==> config.mk <==
export PLATFORM = sky130hd
export DESIGN_NAME = mux_2to1
export DESIGN_NICKNAME = d
export VERILOG_FILES = /design/src/rtl/mux_2to1.sv
export SDC_FILE = /design/constraint.sdc
export NUM_CORES = 1
export LEC_CHECK = 0
export ABC_CLOCK_PERIOD_IN_PS = 1600
export CORE_ASPECT_RATIO = 0.9
export CORE_MARGIN = 2
export CORE_UTILIZATION = 23
export DETAILED_ROUTE_END_ITERATION = 7
export PLACE_DENSITY = 0.95
export SYNTH_ARGS = -nofsm -noshare
export SYNTH_HDL_FRONTEND = slang
export SYNTH_SLANG_ARGS = --single-unit
export TNS_END_PERCENT = 20
==> constraint.sdc <==
create_clock -name vclk -period 1.6
set_input_delay 0.16 -clock vclk [all_inputs]
set_output_delay 0.16 -clock vclk [all_outputs]
set_load 0.01 [all_outputs]
Figure 1. Signal wires on met2 (run 1).
Scale: 6 px per micron.
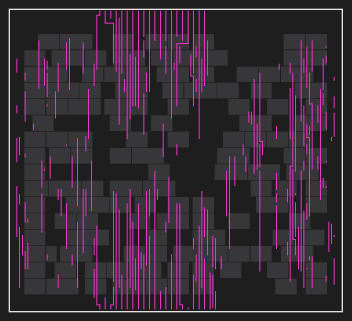
main direction: vertical
wire length on this layer: 1230 microns
share of all routed wire: 57%
longest straight run: 22.9 microns
vias: 677
M2 GR Usage: 0.315
final wirelength: 2160 microns

Figure 2. I/O pins on the die edge (run 1).
Scale: 4 px per micron. Pins as bars across the die edge, other pins in grey.
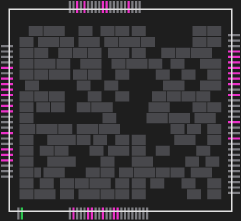
[green] rst | pins: 1 | direction: input | edge: bottom
[magenta] genericValue2 | pins: 32 | direction: input | edge: 11 left, 10 right, 6 bottom, 5 top
Die Height: 50.2 microns
number of buffers added on ports: 97
die width: 55.3 microns

Figure 3. A small window of the routed layout (run 1).
Window x 0 to 30, y 20 to 50 microns. Cells in grey, sequential cells in the stronger grey; small squares are vias.
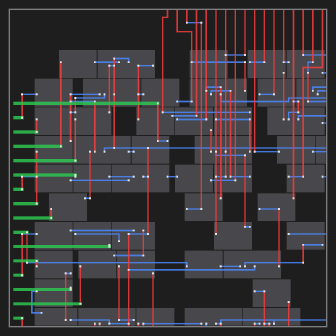
[green] M3
[blue] M1
[red] M2
sequential cells in the window: 0
most frequent: clkdlybuf4s50_1 (34), mux2_4 (12), mux2_2 (2)
cells with their middle in the window: 48

==> results.ini, run 1 <==
[finish]
syn_to_final_growth_pct = 178
fin_util = 0.687
nFillCells = 168
fin_nets = 200
comb_area_share = 0.313
regArea_sq_um = 0
drive_gt1_frac = 0.267
layout_top_cells = clkdlybuf4s50_1, mux2_4, mux2_2, buf_12, buf_2
layout_top_cell = clkdlybuf4s50_1
clock_buffers = 0
final-clk-cell-share = 0
n_all_buffers = 99
nNonClkInverters = 0
nonClkBufAreaFrac = 0.665
finalNonFillerCells = 158

[outcome]
status = finished, final reports clean

[worst_setup_path]
cp_num_buf_inv = 2
cp.arrival_ns = 1.33
cp.depth = 3
cp_max_fo = 1
path_class = in2out
slowest_delay_ns = 0.47
path_cells = clkdlybuf4s50_1 > mux2_4 > clkdlybuf4s50_1
required_ns = 1.44

[floorplanning]
core_sq_mm = 0.00220
rows = 16
chip_area_sq_mm = 0.00277
nWellTaps = 27

[pwr]
power_frac_seq = 0
clock_net_power_mw = 0
switching_share = 0.257
power.group.top = combinational logic
pg_seq_mw = 0
internal-power_mw = 0.340
power_switching_mw = 0.118
leakagePower_nw = 0.652
p_clk_frac = 0

[synthesis]
synth_area_sq_um = 544
synth-cells-yosys = 36
yosys_area_sq_um = 544
ys_sh_adder = 0
yosys_warnings = 0
postSynthSeqShare = 0
most_common_cell = mux2_4
postSynthAreaPerCell_sq_um = 15.1
mux_area_frac = 0.869
syn_inst = 36
syn_nets = 103
yosys.area_share.xor_xnor = 0
area_leaders = mux2_4, buf_12, mux2_2, buf_6
top_cells_by_count = mux2_4, buf_12, mux2_2
yosys.area.top_type = mux2_4

[timing]
finalClockPeriodUsage = 0.929
finalHoldViolCount = 0
setup_viol = 0
rsz0062_at_grt = false
slew_violations = 0
timing.hold.ws_ns = 1.30
period_minus_slack_ns = 1.49
max_freq_mhz = 673
timing.final.ws_setup_ns = 0.114

[placement]
gp_congestion = 0.856
post_dp_cell_area_sq_mm = 0.00151
dp_slack_ns = 0.0983
dp_cells = 158

[global_route]
grt_use_met1 = 0.141
grt_use_met3 = 0.0232
antenna_found_initial = 0
grt_busiest_layer = met2
grt_pass1_vias = 663
grt_overflow_total = 0
grt_usage = 0.141
grt_max_degree = 20

[route]
wl_met1_microns = 717
wl_met2_microns = 1230
drcViolationCount = 0
drt_iter0_drc = 13
wire_per_inst_microns = 13.6
dr.pass1.iters = 4
viasPerCell = 4.28

[flow_run]
openroad.warnings = 35

[hold_path]
min_path_type = in2out

[clock_tree]
cts_setup_buffers = 0
cts_resized = 0

==> run 1 -> run 2 <==
- ABC_CLOCK_PERIOD_IN_PS: 1600 -> 1200
- CELL_PAD_IN_SITES_DETAIL_PLACEMENT: default -> 0
- CELL_PAD_IN_SITES_GLOBAL_PLACEMENT: default -> 2
- CORE_UTILIZATION: 23 -> 10
- clock period: 1.6 -> 1.2 ns (I/O delays scaled with it)
Figure 4. A small window of the routed layout (run 2).
Window x 5 to 35, y 40 to 70 microns. Cells in grey, sequential cells in the stronger grey; small squares are vias.
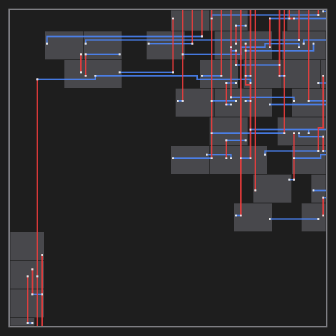

Figure 5. Cell classes on the final placement (run 2).
Scale: 4 px per micron. Fill, decap, tap and diode cells in grey.
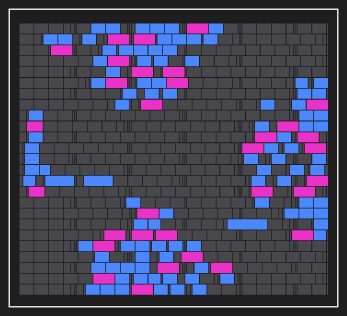
[blue] remaining buffers and delay cells | cells: 100 | share of their area: 69%
[magenta] remaining logic cells | cells: 32 | share of their area: 31%
Seq/total area: 0
Final Util: 0.302
CORE AREA: 0.00526 sq mm
final instance area: 0.00159 sq mm

==> results.ini, run 2 <==
[floorplanning]
die_y_microns = 74.0  ; +48%
chip_area_sq_mm = 0.00605  ; +120%
fp_util = 0.104
rows = 25  ; +9
die_width_microns = 81.8  ; +48%
nWellTaps = 67  ; +150%

[outcome]
status = finished, final reports clean

[timing]
timing.final.ws_setup_ns = 0.0205  ; -0.0933 ns
slew_violations = 0  ; unchanged
period_minus_slack_ns = 1.18
finalHoldViolCount = 0  ; unchanged
max_freq_mhz = 848
timing.hold.ws_ns = 0.854  ; -0.443 ns
setup_viol = 0  ; unchanged
finalClockPeriodUsage = 0.983

[finish]
nNonClkInverters = 0  ; unchanged
layout_top_cells = clkdlybuf4s50_1, mux2_4, clkdlybuf4s15_1
fin_nets = 201  ; +0.50%
nFillCells = 555  ; +230%
comb_area_share = 0.298  ; -0.0145
drive_gt1_frac = 0.273  ; +0.00555
final-clk-cell-share = 0  ; unchanged
regArea_sq_um = 0  ; unchanged
n_all_buffers = 100  ; +1.0%
nonClkBufAreaFrac = 0.649  ; -0.0160
finalNonFillerCells = 199  ; +26%
clock_buffers = 0  ; unchanged

[global_route]
grt_use_met3 = 0.0133  ; -0.00985
grt_use_met1 = 0.0759  ; -0.0654
use_met2 = 0.136  ; -0.180
grt_overflow_total = 0  ; unchanged
grt_busiest_layer = met2
grt_usage = 0.0669  ; -0.0746
grt_pass1_vias = 639  ; -3.6%
antenna_found_initial = 0  ; unchanged

[pwr]
p_clk_frac = 0  ; unchanged
power_frac_seq = 0  ; unchanged
power.group.top = combinational logic
leakagePower_nw = 0.691  ; +5.9%
power_switching_mw = 0.162  ; +38%
combPwrFrac = 1.000
switching_share = 0.279  ; +0.0222
internal-power_mw = 0.418  ; +23%

[route]
drcViolationCount = 0  ; unchanged
wl_met1_microns = 843  ; +18%
dr.pass1.iters = 2  ; -2
drt_iter0_drc = 3  ; -10
vias = 664  ; -1.9%
wl_met2_microns = 1330  ; +8.0%
viasPerCell = 3.34  ; -22%

[hold_path]
min_path_type = in2out

[synthesis]
postSynthAreaPerCell_sq_um = 15.1  ; unchanged
yosys_warnings = 0  ; unchanged
most_common_cell = mux2_4
synth-cells-yosys = 36  ; unchanged
synth_area_sq_um = 544  ; unchanged
yosys.area_share.xor_xnor = 0  ; unchanged
area_leaders = mux2_4, buf_12, mux2_2, buf_6
ys_sh_adder = 0  ; unchanged
yosys.area.top_type = mux2_4
postSynthSeqShare = 0  ; unchanged
syn_nets = 103  ; unchanged

[placement]
dp_cells = 198  ; +25%
dp_slack_ns = -0.228  ; -0.326 ns
post_dp_cell_area_sq_mm = 0.00156  ; +3.3%
io_buffers = 97  ; unchanged
gp_congestion = 0.683  ; -20%

[worst_setup_path]
path_class = in2out
cp_num_buf_inv = 2  ; unchanged
cp_max_fo = 1  ; unchanged
slowest_delay_ns = 0.40  ; -0.07 ns
required_ns = 1.08  ; -0.36 ns
cp.depth = 3  ; unchanged

[clock_tree]
cts_resized = 38  ; +38

[flow_run]
maxCapViolCount = 0
openroad.warnings = 35  ; unchanged

